Run 1, drive-strength map:
Drawn at 2 px/um.
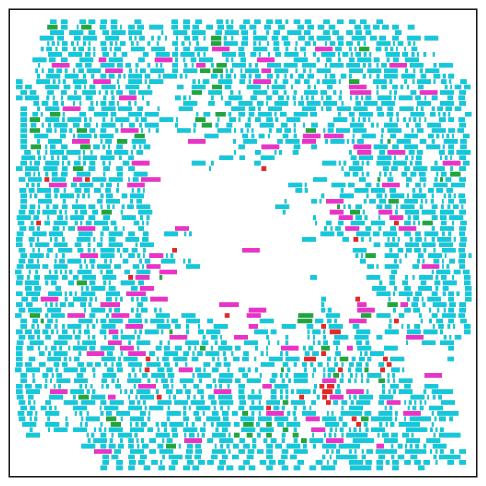
Run 1, M2 wires:
Drawn at 1 px/um. Cells faint in the background.
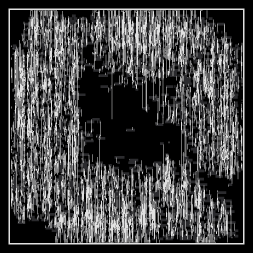
Run 1, logic cells by family:
Drawn at 2 px/um.
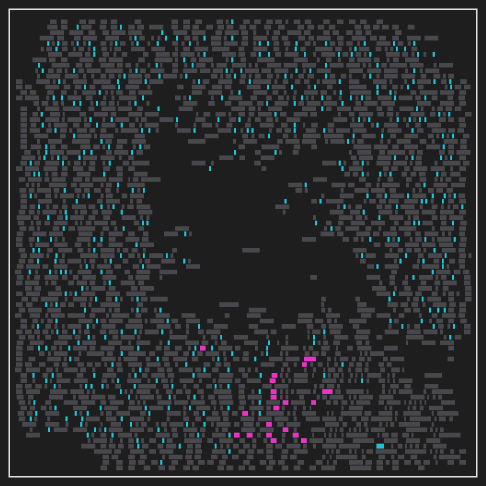
===== config.mk =====
export PLATFORM = sky130hd
export DESIGN_NAME = row_link_master
export DESIGN_NICKNAME = d
export VERILOG_FILES = /design/src/rtl/cube_link_pkg.sv /design/src/rtl/link_sclk_gen.sv /design/src/rtl/row_link_master.sv
export SDC_FILE = /design/constraint.sdc
export NUM_CORES = 1
export LEC_CHECK = 0
export ABC_CLOCK_PERIOD_IN_PS = 2300
export CAP_MARGIN = 20
export CELL_PAD_IN_SITES_DETAIL_PLACEMENT = 1
export CELL_PAD_IN_SITES_GLOBAL_PLACEMENT = 1
export CORE_MARGIN = 2
export CORE_UTILIZATION = 34
export DETAILED_ROUTE_END_ITERATION = 7
export GPL_ROUTABILITY_DRIVEN = 0
export PLACE_DENSITY = 0.76
export SETUP_SLACK_MARGIN = 0.05
export SYNTH_ARGS = -nofsm -noshare
export SYNTH_HDL_FRONTEND = slang
export SYNTH_SLANG_ARGS = --single-unit

===== constraint.sdc =====
create_clock -name clk -period 2.3 [get_ports clk]
set_input_delay 0.46 -clock clk [delete_from_list [all_inputs] [get_ports clk]]
set_output_delay 0.46 -clock clk [all_outputs]
set_load 0.03 [all_outputs]

===== src/rtl/cube_link_pkg.sv =====
// Shared definitions for the cube row-data link (initiator and responder).
// Frame geometry, header layout and the initiator FSM state encoding.
package cube_link_pkg;

  localparam int ROW_BITS      = 384;
  localparam int BYTES_PER_ROW = 48;
  localparam int FRAME_BYTES   = 49;
  localparam int SWITCH_BITS   = 16;

  localparam logic [1:0] HDR_CMD_ROW = 2'b01;

  localparam int HDR_PANEL_LSB = 6;
  localparam int HDR_ROW_LSB   = 2;
  localparam int HDR_CMD_LSB   = 0;

  typedef enum logic [2:0] {
    ST_IDLE,
    ST_SETUP,
    ST_XFER,
    ST_HOLD,
    ST_GAP
  } link_state_e;

  function automatic logic [7:0] make_header(
    input logic [1:0] panel,
    input logic [3:0] row
  );
    logic [7:0] h;
    h = '0;
    h[HDR_PANEL_LSB +: 2] = panel;
    h[HDR_ROW_LSB   +: 4] = row;
    h[HDR_CMD_LSB   +: 2] = HDR_CMD_ROW;
    return h;
  endfunction

endpackage


===== src/rtl/link_sclk_gen.sv =====
// Link clock generator: half-period counter, sclk register, rise/fall strobes.
// Ports: clk, reset, count_en, toggle_en in; sclk, tick, rise, fall out.
module link_sclk_gen #(
  parameter int CLK_DIV = 4
) (
  input  logic clk,
  input  logic reset,
  input  logic count_en,
  input  logic toggle_en,
  output logic sclk,
  output logic tick,
  output logic rise,
  output logic fall
);

  localparam int CW = $clog2(CLK_DIV);
  localparam logic [CW-1:0] CMAX = CW'(CLK_DIV - 1);

  logic [CW-1:0] cnt;

  // Strobes mark the clk edge on which sclk changes.
  assign tick = count_en && (cnt == CMAX);
  assign rise = tick && toggle_en && !sclk;
  assign fall = tick && toggle_en && sclk;

  always_ff @(posedge clk) begin
    if (reset || !count_en) begin
      cnt  <= '0;
      sclk <= 1'b0;
    end else begin
      cnt <= tick ? '0 : cnt + 1'b1;
      if (rise) begin
        sclk <= 1'b1;
      end else if (fall) begin
        sclk <= 1'b0;
      end
    end
  end

endmodule


===== src/rtl/row_link_master.sv =====
// Row-data link initiator: sends a 49-byte frame on miosio, reads 16 switch bits on miso.
// Ports: start_valid/ready handshake, row/addr inputs, busy/done/panel_switches status, link pins.
module row_link_master
  import cube_link_pkg::*;
#(
  parameter int CLK_DIV  = 4,
  parameter int IDLE_GAP = 8
) (
  input  logic                   clk,
  input  logic                   reset,
  input  logic                   start_valid,
  output logic                   start_ready,
  input  logic [ROW_BITS-1:0]    row_data,
  input  logic [3:0]             row_addr,
  input  logic [1:0]             panel_addr,
  output logic                   busy,
  output logic                   done,
  output logic [SWITCH_BITS-1:0] panel_switches,
  output logic                   sclk,
  output logic                   ss_n,
  output logic [7:0]             miosio,
  output logic                   miosio_oe,
  input  logic                   miso
);

  localparam int GW = (IDLE_GAP > 1) ? $clog2(IDLE_GAP) : 1;
  localparam logic [GW-1:0] GMAX = GW'(IDLE_GAP - 1);
  localparam logic [5:0] LAST_EDGE = 6'(FRAME_BYTES - 1);
  localparam logic [5:0] SW_EDGES  = 6'(SWITCH_BITS);

  link_state_e state;

  logic [ROW_BITS-1:0]    row_sr;
  logic [SWITCH_BITS-1:0] sw_sr;
  logic [5:0]             edge_cnt;
  logic [GW-1:0]          gap_cnt;

  logic count_en;
  logic toggle_en;
  logic tick;
  logic rise;
  logic fall;

  assign count_en  = (state == ST_SETUP) ||
                     (state == ST_XFER)  ||
                     (state == ST_HOLD);
  assign toggle_en = (state == ST_XFER);

  link_sclk_gen #(
    .CLK_DIV (CLK_DIV)
  ) u_sclk (
    .clk       (clk),
    .reset     (reset),
    .count_en  (count_en),
    .toggle_en (toggle_en),
    .sclk      (sclk),
    .tick      (tick),
    .rise      (rise),
    .fall      (fall)
  );

  always_ff @(posedge clk) begin
    done <= 1'b0;
    if (reset) begin
      state       <= ST_IDLE;
      start_ready <= 1'b1;
      busy        <= 1'b0;
      ss_n        <= 1'b1;
      miosio_oe   <= 1'b0;
      miosio      <= '0;
      row_sr      <= '0;
      sw_sr       <= '0;
      edge_cnt    <= '0;
      gap_cnt     <= '0;
      // An aborted frame keeps the last good switch readback.
      if (!busy) begin
        panel_switches <= '0;
      end
    end else begin
      unique case (state)
        ST_IDLE: begin
          if (start_valid && start_ready) begin
            state       <= ST_SETUP;
            start_ready <= 1'b0;
            busy        <= 1'b1;
            ss_n        <= 1'b0;
            miosio_oe   <= 1'b1;
            miosio      <= make_header(panel_addr, row_addr);
            row_sr      <= row_data;
            sw_sr       <= '0;
            edge_cnt    <= '0;
          end
        end
        ST_SETUP: begin
          if (tick) begin
            state <= ST_XFER;
          end
        end
        ST_XFER: begin
          // edge_cnt is the byte on the bus, so it equals the rising-edge index.
          if (rise && (edge_cnt < SW_EDGES)) begin
            sw_sr <= {sw_sr[SWITCH_BITS-2:0], miso};
          end
          if (fall) begin
            if (edge_cnt == LAST_EDGE) begin
              state <= ST_HOLD;
            end else begin
              edge_cnt <= edge_cnt + 1'b1;
              miosio   <= row_sr[ROW_BITS-1 -: 8];
              row_sr   <= {row_sr[ROW_BITS-9:0], 8'h00};
            end
          end
        end
        ST_HOLD: begin
          if (tick) begin
            state          <= ST_GAP;
            ss_n           <= 1'b1;
            miosio_oe      <= 1'b0;
            miosio         <= '0;
            done           <= 1'b1;
            panel_switches <= sw_sr;
            gap_cnt        <= '0;
          end
        end
        ST_GAP: begin
          if (gap_cnt == GMAX) begin
            state       <= ST_IDLE;
            busy        <= 1'b0;
            start_ready <= 1'b1;
          end else begin
            gap_cnt <= gap_cnt + 1'b1;
          end
        end
        default: begin
          state <= ST_IDLE;
        end
      endcase
    end
  end

endmodule


==> flow_summary_export.csv, run 1 <==
group,metric,value,unit
logic_synthesis,flop_cell,"dfxtp_1",
outcome,outcome,"finished, final reports clean",
floorplanning,pin_count,424,
grt,grt_max_degree,83,
logic_synthesis,ys_chip_area,17800,um2
min_path,min_from,"row_sr[136]",
timing,period_needed,2.19,ns
timing,holdWs,0.443,ns
critical_path,critPathKind,"reg -> reg",
timing,rsz0062_at_grt,"yes",
floorplanning,chipHeight,233,um
pwr,seq_power_share,46.4,%
layout,syn2layout_area_growth,38.8,%
layout,nFillCells,5786,
grt,grtUsageTotal,21.6,%
logic_synthesis,synth.area.top_cells,"dfxtp_1 (48%), o221ai_1 (18%), a21oi_1 (11%), inv_1 (8.0%), edfxtp_1 (2.7%)",
logic_synthesis,netlist_instances,1972,
timing,worst_pin_slew,0.844,ns
pwr,power.switching,4.90,mW
logic_synthesis,synth-async-reset-ratio,0,%
pwr,p_total,19.0,mW
Back to the opening pictures, 'drive-strength map':
[red] x3 and x4 | cells: 31 | share: 1.3%
[green] x2 | cells: 65 | share: 2.8%
[magenta] x6 and larger | cells: 95 | share: 4.0%
[cyan] x1 and smaller | cells: 2,169 | share: 92%

Back to the opening pictures, 'M2 wires':
wire length on this layer: 30.6 mm
longest straight run: 78.5 um

Back to the opening pictures, 'logic cells by family':
[cyan] inv cells | cells: 383 | where: widely spread
[magenta] non-inverting ao/oa cells | cells: 20 | where: south

[run 1: layout make-up]
type | instances | area (um2) | share of cell area (%)
Timing Repair Buffer | 483 | 5140 | 20.8
Multi-Input combinational cell | 962 | 6700 | 27.1
Antenna cell | 11 | 27.5 | 0.111
Inverter | 383 | 1450 | 5.84
Clock buffer | 77 | 1440 | 5.84
Tap cell | 680 | 851 | 3.44
Clock inverter | 11 | 86.3 | 0.349
Sequential cell | 444 | 9050 | 36.6
[run 1: power groups by stage]
stage          logic [mW]  registers [mW]  clock network, mW
6_report             2.59            8.82               7.60
5_1_grt              2.85            8.89               8.13
4_1_cts              2.58            8.81               7.78
3_5_place_dp         2.53            8.97                  0
3_3_place_gp         2.45            8.93                  0
2_1_floorplan        1.26            8.89                  0
[run 1: layout by cell type, fill, tap and decap left out, drive strengths merged, types with 3 or more instances in the layout]
cell type      count
clkbuf            81
o221ai           376
o21ai             23
edfxtp            16
dfxtp            428
ha                 5
inv              384
buf               56
nor2b             17
clkinv             8
a22o               6
a21oi            400
diode             11
a31o               8
a211oi             4
and3               8
nand3              6
clkdlybuf4s50    422
nand2             47
a21o               5
nor3              16
nor2               9
mux2i              3
[run 1: cells in the mapped netlist, drive strengths merged, types with 4 or more instances]
| cell type | instances |
|---|---|
| a22o | 6 |
| buf | 92 |
| clkbuf | 93 |
| nor2b | 17 |
| nor3 | 16 |
| a21oi | 400 |
| o221ai | 376 |
| edfxtp | 16 |
| nand2 | 47 |
| and3 | 8 |
| dfxtp | 428 |
| a31o | 8 |
| o21ai | 23 |
| nor2 | 9 |
| nand3 | 6 |
| inv | 383 |
| ha | 5 |
| a211oi | 4 |
[run 1: logic make-up (layout without fill, tap and decap cells)]
logic type | count (synthesis) | in the layout | share of synthesized area, %
muxes | 3 | 3 | 0.168
AOI/OAI and AO/OA | 827 | 829 | 32.0
and+or+nand+nor | 124 | 124 | 3.68
xor gates and xnor gates | 1 | 1 | 0.0491
adders and majority gates | 5 | 5 | 0.351
other | 0 | 11 | 0
buffers and inverters | 568 | 954 | 13.0
DFF | 444 | 444 | 50.8
[run 1: how the worst max path moves through the flow]
stage	start	endpoint	slack [ns]	depth (start not counted)
floorplan	reset	panel_switches[0]	0.23	5
global placement	start_valid	row_sr[97]	-0.05	6
detailed placement	start_valid	row_sr[69]	-0.12	6
CTS	edge_cnt[0]	row_sr[69]	0.05	8
global route	edge_cnt[0]	row_sr[204]	0.03	8
finish	edge_cnt[0]	row_sr[169]	0.11	8
[run 1: sequential cells by signal, indices dropped and copies added (netlist names), 2 cells and up]
| name | cells |
|---|---|
| gap_cnt | 3 |
| state | 3 |
| edge_cnt | 6 |
| miosio | 8 |
| sw_sr | 16 |
| u_sclk.cnt | 2 |
| panel_switches | 16 |
| row_sr | 384 |
[run 1: worst reg2reg max path: stages, from the launching register on]
cell	delay, ns
dfxtp_2	0.35
inv_1	0.07
ha_1	0.22
and4bb_2	0.29
a211o_4	0.39
buf_12	0.20
clkbuf_16	0.29
o221ai_1	0.22
a21oi_1	0.07
## Run 2: what changed since run 1
Settings changed: REMOVE_ABC_BUFFERS set to 1.
Run 2, met3 routing:
Drawn at 1 px/um.
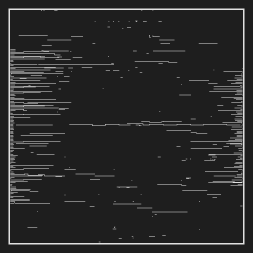
longest straight run: 75.4 um
wire length on this layer: 3,830 um

Run 2, routing congestion map:
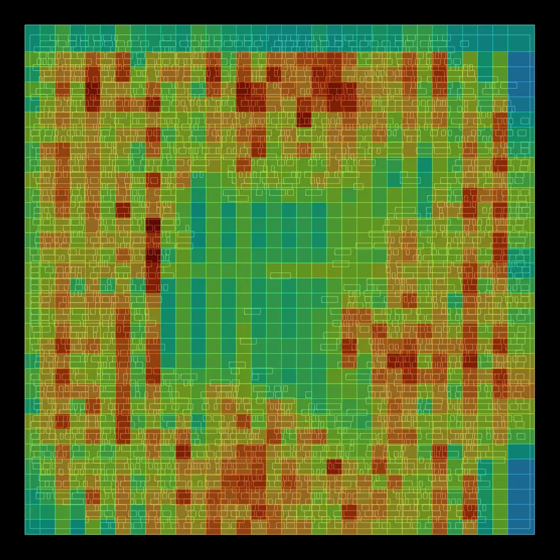
GR Layer Usage met2: 36.5%
final core utilization: 47.8%
GRT Max-Usage Layer: met2

==> flow_summary_export.csv, run 2 <==
group,metric,value,unit
clock_network,cts_buffers,50,
timing,worst_pin_slew,0.570,ns
layout,largestRegisters,"row_sr: 384 flops, panel_switches: 16 flops, sw_sr: 16 flops",
logic_synthesis,netlist_instances,1972,
timing,hold_violations,0,
layout,lay_top_count,"dfxtp_1",
layout,syn2layout_area_growth,38.3,%
logic_synthesis,flop_cell,"dfxtp_1",
min_path,min_from,"u_sclk.cnt[0]",
layout,largest_register,"row_sr",
layout,lay_top_cells,"dfxtp_1 (427), clkdlybuf4s50_1 (422), a21oi_1 (400)",
floorplanning,chipHeight,233,um
logic_synthesis,synth-async-reset-ratio,0,%
grt,grt_max_degree,100,
route,drt-initial-drc-count,760,
logic_synthesis,synthMostInstantiatedCell,"dfxtp_1",
critical_path,critPathKind,"reg -> reg",
logic_synthesis,synth.area.top_cells,"dfxtp_1 (48%), o221ai_1 (18%), a21oi_1 (11%), inv_1 (8.0%), edfxtp_1 (2.7%)",
grt,grtUsageTotal,21.0,%
logic_synthesis,common_cells,"dfxtp_1 (428), a21oi_1 (400), inv_1 (382)",
timing,holdWs,0.429,ns
timing,rsz0062_at_grt,"yes",
outcome,outcome,"finished, final reports clean",
layout,nFillCells,5847,
floorplanning,pin_count,424,
pwr,ir_drop,0.624,mV
route,finalWirelength,59000,um
layout,largest_reg_flops,384,
pwr,p_total,19.5,mW
logic_synthesis,ys_chip_area,17800,um2
timing,period_needed,2.22,ns
==> run 2: cell counts after synthesis <==
No cell type changed its count.
==> run 2: what timing repair did <==
item	CTS	global route
buffers inserted	0	0
hold endpoints to repair	0	0
setup endpoints to repair	2	153
resized	2	13
==> run 2: metrics by stage <==
step           util, %  instances  setup slack, ns  TNS (ns)
2_1_floorplan        -       1787           -10.74  -4205.66
3_3_place_gp      44.4       2955           0.0455         0
3_5_place_dp      44.4       2955          -0.0109   -0.0206
4_1_cts           47.6       3045           0.0651         0
5_1_grt           47.8       3048           0.0421         0
6_report          47.8       3049           0.0835         0
==> run 2: area by class of cell <==
cell class              count  area (um2)  share of cell area (%)
clock inverters            22         231                   0.938
multi-input cells         960        6560                    26.6
clock buffers              68        1430                    5.80
repair buffers            488        5090                    20.6
inverters                 383        1450                    5.86
flip-flops and latches    444        9050                    36.7
diodes                      4        10.0                  0.0406
well taps                 680         851                    3.45
==> run 2: logic make-up after synthesis <==
| kind of cell | Yosys count | share of synthesized area [%] |
|---|---|---|
| AND-OR/OR-AND | 827 | 32.0 |
| XOR/XNOR | 1 | 0.0491 |
| adder cells (fa/ha/maj) | 5 | 0.351 |
| buffers and inverters | 568 | 13.0 |
| flip-flops | 444 | 50.8 |
| multiplexers | 3 | 0.168 |
| AND/OR/NAND/NOR | 124 | 3.68 |
==> run 2: worst max path at each step <==
stage	from	to	cells after the start
after floorplan	state[2]	edge_cnt[0]	4
after global placement	edge_cnt[0]	row_sr[217]	7
after detailed placement	start_valid	row_sr[221]	7
after CTS	edge_cnt[1]	row_sr[143]	7
after global routing	edge_cnt[0]	row_sr[179]	7
final	edge_cnt[0]	row_sr[179]	7
==> run 2: per-layer routing <==
layer | wire (um) | track usage, % | vias up
met2 | 29400 | 36.5 | 394
met3 | 3830 | 5.76 | 129
met4 | 1870 | 7.66 | 16
met1 | 23700 | 24.6 | 8026
met5 | 98 | 0 | -
li1 | - | - | 7837
==> run 2: report_power, final <==
part	total [mW]	switching [mW]	internal, mW
logic	2.64	1.30	1.35
clock network	8.05	3.25	4.80
registers	8.79	0.382	8.41
==> run 2: worst max-delay path, cell delays in order (launching register included) <==
cell,delay [ns]
dfxtp_1,0.37
inv_1,0.08
ha_1,0.21
and4bb_2,0.28
a211o_4,0.43
buf_12,0.22
o221ai_1,0.31
a21oi_1,0.07
Power figures rest on the tool's default switching activity, not on a simulated workload.
